## src/rtl/apb_wait_regfile_pkg.sv

```systemverilog
// Shared types and helpers for the APB wait-state register file.
package apb_wait_regfile_pkg;

   // Low address bits that form the byte offset within a word.
   localparam int unsigned WORD_OFFSET = 2;

   typedef enum logic [0:0] {
      StIdle,
      StAccess
   } state_e;

   function automatic int unsigned idx_width(input int unsigned num_regs);
      return $clog2(num_regs);
   endfunction

   // The wait-state register always sits in the last slot.
   function automatic int unsigned wait_idx(input int unsigned num_regs);
      return num_regs - 1;
   endfunction

endpackage

```

## src/rtl/apb_wait_regfile_cnt.sv

```systemverilog
// Loadable down-counter with zero flag; holds at zero.
module apb_wait_regfile_cnt #(
   parameter int unsigned WAIT_W = 4
) (
   input  logic              clk_i,
   input  logic              rst_i,
   input  logic              load_i,
   input  logic [WAIT_W-1:0] load_val_i,
   input  logic              dec_i,
   output logic              zero_o
);

   logic [WAIT_W-1:0] count_q, count_d;

   always_comb begin
      count_d = count_q;
      if (load_i) begin
         count_d = load_val_i;
      end else if (dec_i && (count_q != '0)) begin
         count_d = count_q - 1'b1;
      end
   end

   always_ff @(posedge clk_i) begin
      if (rst_i) begin
         count_q <= '0;
      end else begin
         count_q <= count_d;
      end
   end

   assign zero_o = (count_q == '0);

endmodule

```

## src/rtl/apb_wait_regfile.sv

```systemverilog
// APB completer with NUM_REGS word registers; the last one sets access wait states.
// Optional byte-strobe support via the APB_WAIT_REGFILE_PSTRB_EN macro.
module apb_wait_regfile
   import apb_wait_regfile_pkg::*;
#(
   parameter int unsigned APB_DATA_WIDTH = 32,
   parameter int unsigned APB_ADDR_WIDTH = 32,
   parameter int unsigned NUM_REGS       = 8,
   parameter int unsigned WAIT_W         = 4,
   parameter int unsigned DEFAULT_WAIT   = 0
) (
   input  logic                        clk,
   input  logic                        rst,
   input  logic [APB_ADDR_WIDTH-1:0]   PADDR_i,
   input  logic [APB_DATA_WIDTH-1:0]   PWDATA_i,
   input  logic                        PWRITE_i,
   input  logic                        PSEL_i,
   input  logic                        PENABLE_i,
`ifdef APB_WAIT_REGFILE_PSTRB_EN
   input  logic [APB_DATA_WIDTH/8-1:0] PSTRB_i,
`endif
   output logic [APB_DATA_WIDTH-1:0]   PRDATA_o,
   output logic                        PREADY_o,
   output logic                        PSLVERR_o
);

   localparam int unsigned IDX_W    = idx_width(NUM_REGS);
   localparam int unsigned WAIT_IDX = wait_idx(NUM_REGS);
   localparam int unsigned STRB_W   = APB_DATA_WIDTH / 8;

   state_e                    state_q, state_d;
   logic [IDX_W-1:0]          idx_q, idx_d;
   logic                      err_q, err_d;
   logic                      write_q, write_d;
   logic [APB_DATA_WIDTH-1:0] regs_q [NUM_REGS-1];
   logic [WAIT_W-1:0]         wait_q;

   logic [IDX_W-1:0]          addr_idx;
   logic                      addr_err;
   logic                      setup, xfer, commit, dec, cnt_zero;
   logic [APB_DATA_WIDTH-1:0] rd_word, wmask, new_word;

   assign addr_idx = PADDR_i[WORD_OFFSET +: IDX_W];
   assign addr_err = (PADDR_i[WORD_OFFSET-1:0] != '0) ||
                     ((PADDR_i >> (WORD_OFFSET + IDX_W)) != '0);

   assign setup    = (state_q == StIdle) && PSEL_i && !PENABLE_i;
   assign xfer     = PSEL_i && PENABLE_i;
   assign PREADY_o = (state_q == StAccess) && cnt_zero;
   assign dec      = (state_q == StAccess) && !cnt_zero && xfer;
   assign commit   = PREADY_o && xfer && write_q && !err_q;

   apb_wait_regfile_cnt #(
      .WAIT_W (WAIT_W)
   ) u_cnt (
      .clk_i      (clk),
      .rst_i      (rst),
      .load_i     (setup),
      .load_val_i (wait_q),
      .dec_i      (dec),
      .zero_o     (cnt_zero)
   );

   always_comb begin
      state_d = state_q;
      idx_d   = idx_q;
      err_d   = err_q;
      write_d = write_q;
      unique case (state_q)
         StIdle: begin
            // An access phase without a preceding setup is ignored.
            if (setup) begin
               idx_d   = addr_idx;
               err_d   = addr_err;
               write_d = PWRITE_i;
               state_d = StAccess;
            end
         end
         StAccess: begin
            if (!PSEL_i) begin
               state_d = StIdle;
            end else if (PREADY_o && PENABLE_i) begin
               state_d = StIdle;
            end
         end
         default: state_d = StIdle;
      endcase
   end

   always_ff @(posedge clk) begin
      if (rst) begin
         state_q <= StIdle;
         idx_q   <= '0;
         err_q   <= 1'b0;
         write_q <= 1'b0;
      end else begin
         state_q <= state_d;
         idx_q   <= idx_d;
         err_q   <= err_d;
         write_q <= write_d;
      end
   end

   always_comb begin
      rd_word = '0;
      if (idx_q == IDX_W'(WAIT_IDX)) begin
         rd_word = APB_DATA_WIDTH'(wait_q);
      end else begin
         for (int unsigned i = 0; i < NUM_REGS - 1; i++) begin
            if (idx_q == IDX_W'(i)) begin
               rd_word = regs_q[i];
            end
         end
      end
   end

   always_comb begin
      wmask = '0;
`ifdef APB_WAIT_REGFILE_PSTRB_EN
      for (int unsigned b = 0; b < STRB_W; b++) begin
         wmask[b*8 +: 8] = {8{PSTRB_i[b]}};
      end
`else
      wmask = '1;
`endif
   end

   assign new_word = (rd_word & ~wmask) | (PWDATA_i & wmask);

   always_ff @(posedge clk) begin
      if (rst) begin
         for (int unsigned i = 0; i < NUM_REGS - 1; i++) begin
            regs_q[i] <= '0;
         end
         wait_q <= WAIT_W'(DEFAULT_WAIT);
      end else if (commit) begin
         // Only the low WAIT_W bits of the wait register are stored.
         if (idx_q == IDX_W'(WAIT_IDX)) begin
            wait_q <= new_word[WAIT_W-1:0];
         end
         for (int unsigned i = 0; i < NUM_REGS - 1; i++) begin
            if (idx_q == IDX_W'(i)) begin
               regs_q[i] <= new_word;
            end
         end
      end
   end

   assign PRDATA_o  = (PREADY_o && !write_q && !err_q) ? rd_word : '0;
   assign PSLVERR_o = PREADY_o && err_q;

endmodule

```

## config.mk

```make
export PLATFORM = sky130hd
export DESIGN_NAME = apb_wait_regfile
export DESIGN_NICKNAME = d
export VERILOG_FILES = /design/src/rtl/apb_wait_regfile_pkg.sv /design/src/rtl/apb_wait_regfile_cnt.sv /design/src/rtl/apb_wait_regfile.sv
export SDC_FILE = /design/constraint.sdc
export NUM_CORES = 1
export LEC_CHECK = 0
export CORE_MARGIN = 10
export CORE_UTILIZATION = 28
export DETAILED_ROUTE_END_ITERATION = 6
export HOLD_SLACK_MARGIN = 0.03
export PLACE_DENSITY_LB_ADDON = 0.12
export SYNTH_ARGS = -nofsm -noshare
export SYNTH_HDL_FRONTEND = slang
export SYNTH_SLANG_ARGS = --single-unit
```

## constraint.sdc

```tcl
create_clock -name clk -period 3.7 [get_ports clk]
set_input_delay 0.74 -clock clk [delete_from_list [all_inputs] [get_ports clk]]
set_output_delay 0.74 -clock clk [all_outputs]
set_load 0.005 [all_outputs]
```

Figure 1. Pin placement (run 1).
The bar under the picture is 50 um long. Pins as bars across the die edge, other pins in grey.
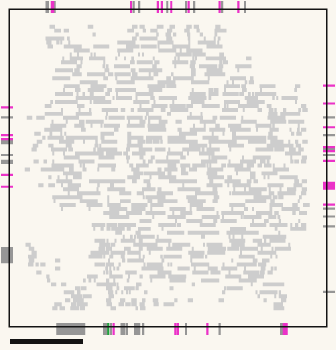
PENABLE_i: drawn in green, pins 1, direction input, edge bottom. PRDATA_o: drawn in magenta, pins 32, direction output, edge 11 right, 9 top, 7 bottom, 5 left.

Figure 2. Clock wiring as the flow saved it (run 1).
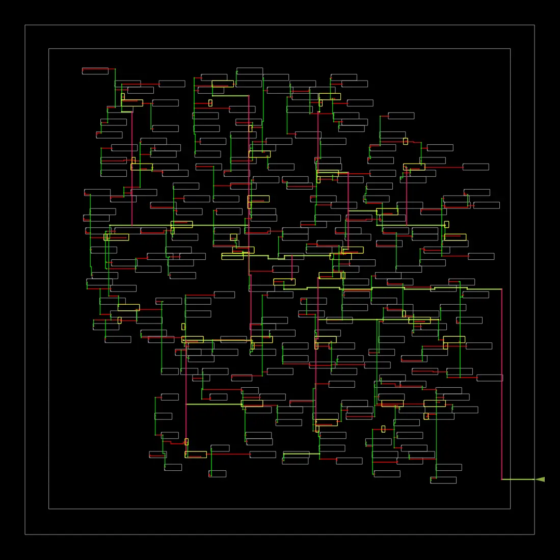
registers: 238
clock skew: 6.95 ps
clk latency late pin: 530 ps
clk pwr: 2.51 mW
clock buffers: 42

Figure 3. Gate families picked out (run 1).
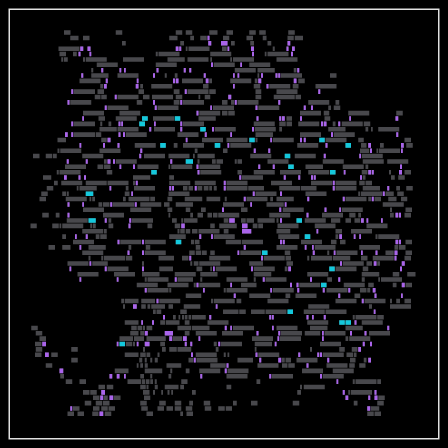
NOR gates: drawn in purple, cells 313, where widely spread. AND-OR and OR-AND gates: drawn in cyan, cells 26.

==> impl_metrics.env, run 1 <==
# yosys + openroad results
export IMPL_place_area_sq_um=12600
export IMPL_cp_start_kind="flip-flop"
export IMPL_drive_gt1_share_pct=11.6
export IMPL_edf_count=224
export IMPL_overflow=0
export IMPL_slowest_stage="clkdlybuf4s50_1"
export IMPL_core_area_sq_um=38500
export IMPL_synthTopCellsByArea="edfxtp_1, nor2_1, mux2i_1, dfxtp_1, mux4_2"
export IMPL_vias_per_cell=4.73
export IMPL_worstSetupStartpoint="u_cnt.count_q[0]$_SDFFE_PP0P_"
export IMPL_grt_max_degree=39
export IMPL_firstDrtPassIters=5
export IMPL_cts_tree="done"
export IMPL_async_flop_share_pct=0
export IMPL_status="completed"
export IMPL_powerDensity_nw_per_um2=451
export IMPL_final_setup_worst_slack_ps=108
export IMPL_top_logic_kind="simple AND/OR/NAND/NOR gates"
export IMPL_cap_violations=0
export IMPL_path_clk_slew_ps=50
export IMPL_common_cells="nor2_1, edfxtp_1, nor3_1, clkbuf_1, nand2b_1"
export IMPL_max_stage_delay_ps=530
export IMPL_path_depth=8
export IMPL_clock_path_buffers=3
export IMPL_slew_viol_final=0
export IMPL_gp_congestion=0.723
export IMPL_grt_antenna_before_repair=0
export IMPL_synthAdderAreaFrac_pct=0.231
export IMPL_avgSynthCellArea_sq_um=11.7
export IMPL_swShare_pct=23.1
export IMPL_p_total_mw=6.10
export IMPL_wl_per_cell_um=21.7
export IMPL_hold_viol_final=0
export IMPL_tightest_slew_ps=614
export IMPL_clkPwrFrac_pct=41.2
export IMPL_arrival_ps=2850
export IMPL_clkSinkCount=238
export IMPL_pwr_share_comb_pct=8.2
export IMPL_p_seq_share_pct=50.6
export IMPL_holdBufCountCts=0
export IMPL_endpoint_kind="output port"
export IMPL_ys_sh_simple_pct=16.5
export IMPL_ys_sh_aoi_pct=8.88
export IMPL_ys_cells=923
export IMPL_remaining_drc_errors=0
export IMPL_hp_start="write_q$_SDFFE_PP0P_"
export IMPL_wirelength_mm=34.0
export IMPL_fmax_mhz=278
export IMPL_postRouteAntennaNets=0
## run 1: cell families after synthesis
| family | after synthesis |
|---|---|
| buffers and inverters | 111 |
| AND-OR/OR-AND | 129 |
| adder cells (fa/ha/maj) | 2 |
| AND/OR/NAND/NOR | 398 |
| multiplexers | 43 |
| XOR/XNOR | 2 |
| flip-flops | 238 |
## run 1: layout by cell type (no fill, tap or decap), drive strengths merged, types with 14 or more instances in the layout
| master | n |
|---|---|
| a21oi | 38 |
| a221oi | 21 |
| a22o | 22 |
| buf | 44 |
| clkbuf | 42 |
| clkdlybuf4s50 | 93 |
| dfxtp | 14 |
| edfxtp | 224 |
| inv | 38 |
| mux2i | 31 |
| nand2 | 23 |
| nand2b | 42 |
| nor2 | 252 |
| nor3 | 47 |
| o2bb2ai | 21 |
## run 1: cell type report
class	count	area (sq um)
tap	518	648
clock buffer	42	774
fill	3851	24900
multi-input combinational	576	3440
sequential	238	7020
clock inverter	10	46.3
timing repair buffer	145	1460
inverter	38	143
## run 1: worst paths after layout
kind                       endpoint  slack, ps
max                    PRDATA_o[19]        110
min            write_q$_SDFFE_PP0P_        520
max reg2reg  wait_q[2]$_SDFFE_PP0P_       1370
min reg2reg    write_q$_SDFFE_PP0P_        520
## run 1: registers in the layout (all words and copies together), names as in the netlist
signal,flops
regs_q,224
wait_q,4
idx_q,3
err_q,1
write_q,1
state_q,1
u_cnt.count_q,4
## run 1: power by group through the flow
stage / logic, mW / registers (mW) / clock network [mW]
2_1_floorplan: 0.263 / 3.13 / 0
3_3_place_gp: 0.504 / 3.14 / 0
3_5_place_dp: 0.502 / 3.14 / 0
4_1_cts: 0.514 / 3.09 / 2.58
5_1_grt: 0.549 / 3.09 / 2.68
6_report: 0.500 / 3.08 / 2.51
## run 1: worst reg2reg max path, delay by kind of cell (launching register included)
| family | cells | cell delay (ps) |
|---|---|---|
| AND/OR/NAND/NOR | 3 | 1180 |
| flip-flops | 1 | 640 |
| buffers and inverters | 1 | 300 |
| AND-OR/OR-AND | 1 | 80 |
## run 1: layer usage
metal  up-vias  track usage (%)  part of all wire [%]
met5         -                0                     0
li1       3535                -                     -
met4         0             2.80                   1.4
met2       150             24.4                    49
met3        30             2.04                   4.2
met1      3699             18.7                    45
## run 1: through the flow
| stage | util, % | cells |
|---|---|---|
| after CTS | 35.1 | 1566 |
| after detailed placement | 32.8 | 1511 |
| after floorplan | - | 923 |
| final | 35.2 | 1567 |
| after global placement | 32.8 | 1511 |
| after global routing | 35.2 | 1567 |
## run 1: repair_timing
action                     CTS  global route
cloned                       1             1
setup buffers                2             0
gates resized                3            12
setup endpoints to repair   25            20
==> inputs of run 2 (changes only) <==
--- a/config.mk
+++ b/config.mk
@@ -7,9 +7,9 @@
 export LEC_CHECK = 0
 export CORE_MARGIN = 10
 export CORE_UTILIZATION = 28
+export CTS_BUF_LIST = sky130_fd_sc_hd__clkbuf_8 sky130_fd_sc_hd__clkbuf_16
 export DETAILED_ROUTE_END_ITERATION = 6
 export HOLD_SLACK_MARGIN = 0.03
-export PLACE_DENSITY_LB_ADDON = 0.12
 export SYNTH_ARGS = -nofsm -noshare
 export SYNTH_HDL_FRONTEND = slang
 export SYNTH_SLANG_ARGS = --single-unit
==> run 2 against run 1 <==
Compared with the run above: register-to-register slack got worse by 110 ps; sequential share of layout area is 1.0 points lower; via count increased by 4.3%; power up 7.4%; global-route usage down 0.71 points; core utilization is 0.72 points higher; worst setup slack worse by 34 ps; synthesized cell count unchanged; area after synthesis unchanged; largest cell class unchanged; largest power group unchanged.
==> impl_metrics.env, run 2 <==
# yosys + openroad results
export IMPL_hold_viol_final=0
export IMPL_path_depth=8
export IMPL_hp_start="write_q$_SDFFE_PP0P_"
export IMPL_grt_antenna_before_repair=0
export IMPL_fin_cells=1573
export IMPL_slew_viol_final=0
export IMPL_holdWs_ps=503
export IMPL_clkPwrFrac_pct=45.1
export IMPL_firstDrtPassIters=5
export IMPL_remaining_drc_errors=0
export IMPL_place_inst=1514
export IMPL_p_seq_share_pct=47.2
export IMPL_tightest_slew_ps=717
export IMPL_worstSetupStartpoint="u_cnt.count_q[0]$_SDFFE_PP0P_"
export IMPL_status="completed"
export IMPL_r2r_end="regs_q[2][21]$_SDFFCE_PN0P_"
export IMPL_powerDensity_nw_per_um2=474
export IMPL_wl_met2_mm=16.0
export IMPL_vias_per_cell=4.91
export IMPL_ys_cells=923
export IMPL_pwr_share_comb_pct=7.8
export IMPL_cts_tree="done"
export IMPL_largest_reg_flops=224
export IMPL_drive_gt1_share_pct=13.7
export IMPL_reg2reg_slack_ps=1260
export IMPL_cap_violations=0
export IMPL_top_regs="regs_q: 224 flops, u_cnt.count_q: 4 flops, wait_q: 4 flops"
export IMPL_synthTopCellsByArea="edfxtp_1, nor2_1, mux2i_1, dfxtp_1, mux4_2"
export IMPL_fmax_mhz=276
export IMPL_max_stage_delay_ps=530
export IMPL_place_area_sq_um=12600
export IMPL_swShare_pct=21.5
export IMPL_common_cells="nor2_1, edfxtp_1, nor3_1, clkbuf_1, nand2b_1"
export IMPL_overflow=0
export IMPL_postRouteAntennaNets=0
export IMPL_wl_met1_mm=13.4
export IMPL_avgSynthCellArea_sq_um=11.7
export IMPL_async_flop_share_pct=0
export IMPL_clock_path_buffers=3
export IMPL_endpoint_kind="output port"
export IMPL_route_met3_wl_mm=2.43
export IMPL_layout_top_cells="nor2_1, edfxtp_1, clkdlybuf4s50_1"
export IMPL_lay_top_count="nor2_1"
export IMPL_wirelength_mm=32.7
export IMPL_top_layer_used="met4"
export IMPL_core_area_sq_um=38500
export IMPL_regMostFlops="regs_q"
run 2: cell counts after synthesis:
Identical to the previous run, type by type.
run 2: worst register-to-register path: cells and delay by family, from the launching register on:
family	cells	cell delay [ps]
flops	1	330
simple gates	4	1100
fa+ha+maj	1	210
buf+inv	2	450
run 2: worst min-delay path by stage:
stage | cells after the start | to | slack [ps]
after CTS | 2 | write_q$_SDFFE_PP0P_ | 510
after detailed placement | 2 | write_q$_SDFFE_PP0P_ | 490
after floorplan | 2 | write_q$_SDFFE_PP0P_ | 460
after global routing | 2 | write_q$_SDFFE_PP0P_ | 520
after global placement | 2 | write_q$_SDFFE_PP0P_ | 490
final | 2 | write_q$_SDFFE_PP0P_ | 500
run 2: cell families (layout without fill, tap and decap cells):
| logic type | Yosys count | after routing | synth area share, % |
|---|---|---|---|
| compound gates | 129 | 129 | 8.88 |
| xor+xnor | 2 | 2 | 0.162 |
| fa+ha+maj | 2 | 2 | 0.231 |
| buf+inv | 111 | 241 | 4.28 |
| flops | 238 | 238 | 64.6 |
| mux | 43 | 43 | 5.35 |
| simple gates | 398 | 400 | 16.5 |
run 2: area by class of cell:
cell class | instances | area (sq um)
Fill cell | 3795 | 24700
Sequential cell | 238 | 7020
Multi-Input combinational cell | 576 | 3490
Timing Repair Buffer | 153 | 1520
Clock buffer | 27 | 676
Tap cell | 518 | 648
Clock inverter | 23 | 310
Inverter | 38 | 146
run 2: timing repair:
action / CTS / global route
hold buffers: 0 / 0
pin swaps: 0 / 10
gates cloned: 2 / 0
setup buffers: 2 / 5
hold endpoints to repair: 0 / 0
gates resized: 3 / 29
endpoints found under the setup margin: 25 / 11
run 2: layer usage:
layer,vias up,GRT usage (%)
met5,-,0
met4,0,3.61
met3,50,2.30
met2,310,23.1
met1,3827,17.2
li1,3544,-
run 2: stage by stage:
step / util, % / total power [mW] / setup WS [ps]
global placement: 32.7 / 3.63 / 549
finish: 35.9 / 6.55 / 74.6
global route: 35.9 / 6.75 / -57.9
floorplan: - / 3.39 / 1030
CTS: 35.4 / 6.59 / 47.4
detailed placement: 32.7 / 3.64 / 504
run 2: power by group through the flow:
| stage | clock (mW) | sequential [mW] | combinational, mW |
|---|---|---|---|
| 6_report | 2.95 | 3.09 | 0.508 |
| 3_3_place_gp | 0 | 3.14 | 0.489 |
| 5_1_grt | 3.10 | 3.10 | 0.551 |
| 2_1_floorplan | 0 | 3.13 | 0.263 |
| 3_5_place_dp | 0 | 3.14 | 0.492 |
| 4_1_cts | 3.00 | 3.09 | 0.504 |
Figure 4. Clock wiring as the flow saved it (run 2).
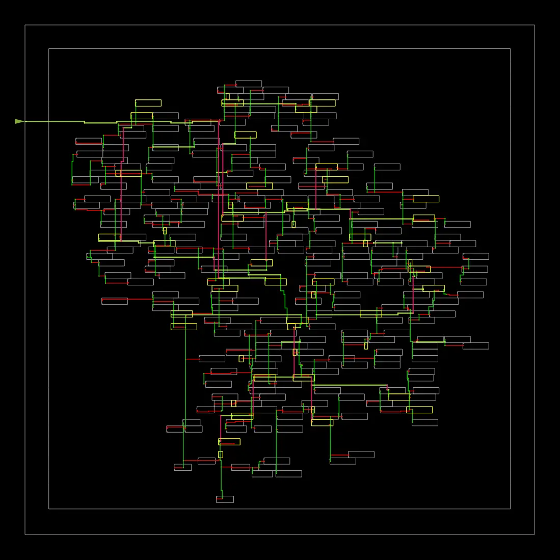
Clock Sinks: 238
clk pwr: 2.95 mW

Figure 5. Wiring heat map (run 2).
22 x 22 tiles, from white (low) to dark blue (high), scaled to the fullest tile. Values are wire area over tile area, all layers added.
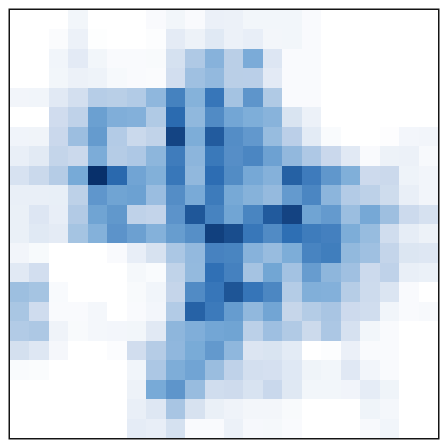
24% of the tiles are nearly empty. The fullest tile reaches 0.49. 17% of the tiles are over half the peak.

==> inputs of run 3 (changes only) <==
--- a/config.mk
+++ b/config.mk
@@ -6,7 +6,7 @@
 export NUM_CORES = 1
 export LEC_CHECK = 0
 export CORE_MARGIN = 10
-export CORE_UTILIZATION = 28
+export CORE_UTILIZATION = 24
 export CTS_BUF_LIST = sky130_fd_sc_hd__clkbuf_8 sky130_fd_sc_hd__clkbuf_16
 export DETAILED_ROUTE_END_ITERATION = 6
 export HOLD_SLACK_MARGIN = 0.03
==> run 3 against run 2 <==
Compared with the run above: sequential cell count is the same; count of clock-buffer cells in the layout down 1; die area rose by 15%; non-clock buffer count shrank 6; first-iteration DRC count decreased by 25%; worst hold slack got worse by 1.7 ps; synthesized cell count unchanged; maximum frequency is 1.8% higher; core utilization fell by 5.1 points; clock power shrank 12%; critical path type unchanged; highest routed layer unchanged.
==> impl_metrics.env, run 3 <==
# yosys + openroad results
export IMPL_grt_antenna_before_repair=0
export IMPL_status="completed"
export IMPL_remaining_drc_errors=0
export IMPL_edf_count=224
export IMPL_path_depth=8
export IMPL_hold_viol_final=0
export IMPL_swShare_pct=22.6
export IMPL_avgSynthCellArea_sq_um=11.7
export IMPL_clkPwrFrac_pct=42.0
export IMPL_overflow=0
export IMPL_mux_area_share_pct=5.35
export IMPL_ys_sh_xor_pct=0.162
export IMPL_largest_reg_flops=224
export IMPL_top_logic_kind="simple AND/OR/NAND/NOR gates"
export IMPL_ff_latch_area_sq_um=7020
export IMPL_synthTopCellsByArea="edfxtp_1, nor2_1, mux2i_1, dfxtp_1, mux4_2"
export IMPL_wl_per_cell_um=20.2
export IMPL_powerDensity_nw_per_um2=452
export IMPL_lay_top_count="nor2_1"
export IMPL_cap_violations=0
export IMPL_slowest_stage="clkdlybuf4s50_1"
export IMPL_r2r_end="wait_q[0]$_SDFFE_PP0P_"
export IMPL_synthAdderAreaFrac_pct=0.231
export IMPL_grt_max_degree=93
export IMPL_gp_congestion=0.800
export IMPL_hold_path_depth=2
export IMPL_hp_start="write_q$_SDFFE_PP0P_"
export IMPL_holdPathEnd="write_q$_SDFFE_PP0P_"
export IMPL_layout_top_cells="nor2_1, edfxtp_1, clkdlybuf4s50_1"
run 3: cell types whose count changed in the layout (fill, tap and decap cells not counted), sizes merged, moves of 4 or more:
| cell | delta |
|---|---|
| clkdlybuf4s50 | +8 |
| dlymetal6s2s | -8 |
| buf | -6 |
| bufinv | -4 |
run 3: cells by family (layout without fill, tap and decap cells):
kind of cell    count (synthesis)  after routing
flops                         238            238
mux                            43             43
xor+xnor                        2              2
fa+ha+maj                       2              2
buf+inv                       111            231
compound gates                129            129
simple gates                  398            399
run 3: cell type report:
type	instances	share of cell area (%)
clock inverters	20	1.48
flip-flops and latches	238	51.3
well taps	592	5.42
clock buffers	26	4.68
repair buffers	147	10.8
multi-input cells	575	25.3
inverters	38	1.07
run 3: power by group through the flow:
stage                     clock (mW)  combinational (mW)  sequential (mW)
after CTS                       2.65               0.510             3.08
after floorplan                    0               0.263             3.13
final                           2.60               0.503             3.08
after global routing            2.76               0.548             3.09
after global placement             0               0.492             3.14
after detailed placement           0               0.496             3.14
run 3: per-stage QoR:
| step | setup slack [ps] | cells | setup TNS [ps] | hold WS (ps) | cell area, sq um |
|---|---|---|---|---|---|
| finish | 140 | 1636 | 0 | 501 | 13700 |
| CTS | 8.33 | 1635 | 0 | 503 | 13600 |
| detailed placement | 409 | 1583 | 0 | 490 | 12700 |
| global route | -4.26 | 1636 | -8.21 | 532 | 13700 |
| global placement | 405 | 1583 | 0 | 492 | 12700 |
| floorplan | 1030 | 923 | 0 | 459 | 10800 |
run 3: timing repair:
item / CTS / global route
gates cloned: 1 / 0
hold buffers: 0 / 0
endpoints found under the setup margin: 25 / 18
hold endpoints to repair: 0 / 0
pin swaps: 0 / 0
buffers inserted: 5 / 1
resized: 5 / 16
run 3: tightest hold or removal path, cell delays in order, from the launching register on:
cell and delay, ps:
dfxtp_1 340, nand2_1 60, a21oi_1 50
run 3: layer usage:
metal  up-vias  global-route usage, %  wire length, um
li1       3526                      -                -
met1      3738                   14.6            14000
met2       192                   21.4            16800
met3        46                   1.75             1560
met4         0                   3.35              687
met5         -                      0                0
run 3: how the worst max path moves through the flow:
stage / start / endpoint / slack (ps)
after floorplan: rst / regs_q[1][0]$_SDFFCE_PN0P_ / 1030
after global placement: u_cnt.count_q[0]$_SDFFE_PP0P_ / PRDATA_o[29] / 410
after detailed placement: u_cnt.count_q[0]$_SDFFE_PP0P_ / PRDATA_o[29] / 410
after CTS: u_cnt.count_q[0]$_SDFFE_PP0P_ / PRDATA_o[25] / 8
after global routing: u_cnt.count_q[0]$_SDFFE_PP0P_ / PRDATA_o[31] / -4
final: u_cnt.count_q[0]$_SDFFE_PP0P_ / PRDATA_o[7] / 140
Figure 6. Gate families picked out (run 3).
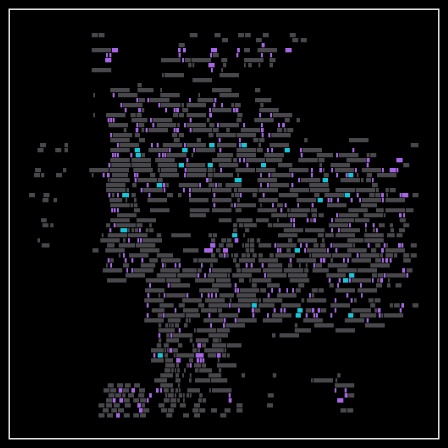
NOR gates: drawn in purple, cells 313. AND-OR and OR-AND gates: drawn in cyan, cells 26.

Figure 7. Clock wiring as the flow saved it (run 3).
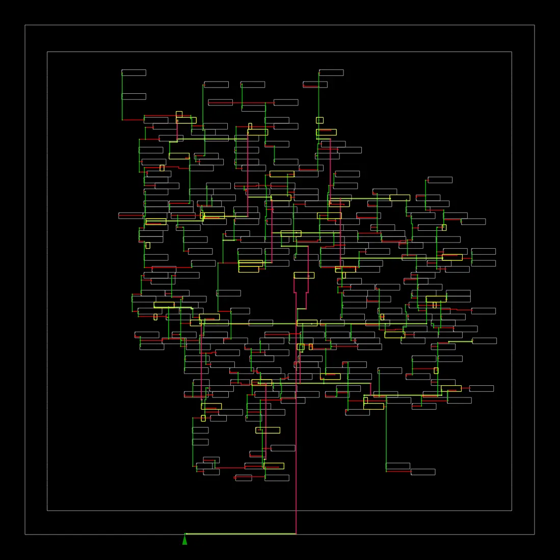
clock skew: 9.56 ps
clk pwr: 2.60 mW
number of CTS-inserted buffers: 25
clock buffers: 26

No activity file was given, so power comes from the tool's default toggle rates.
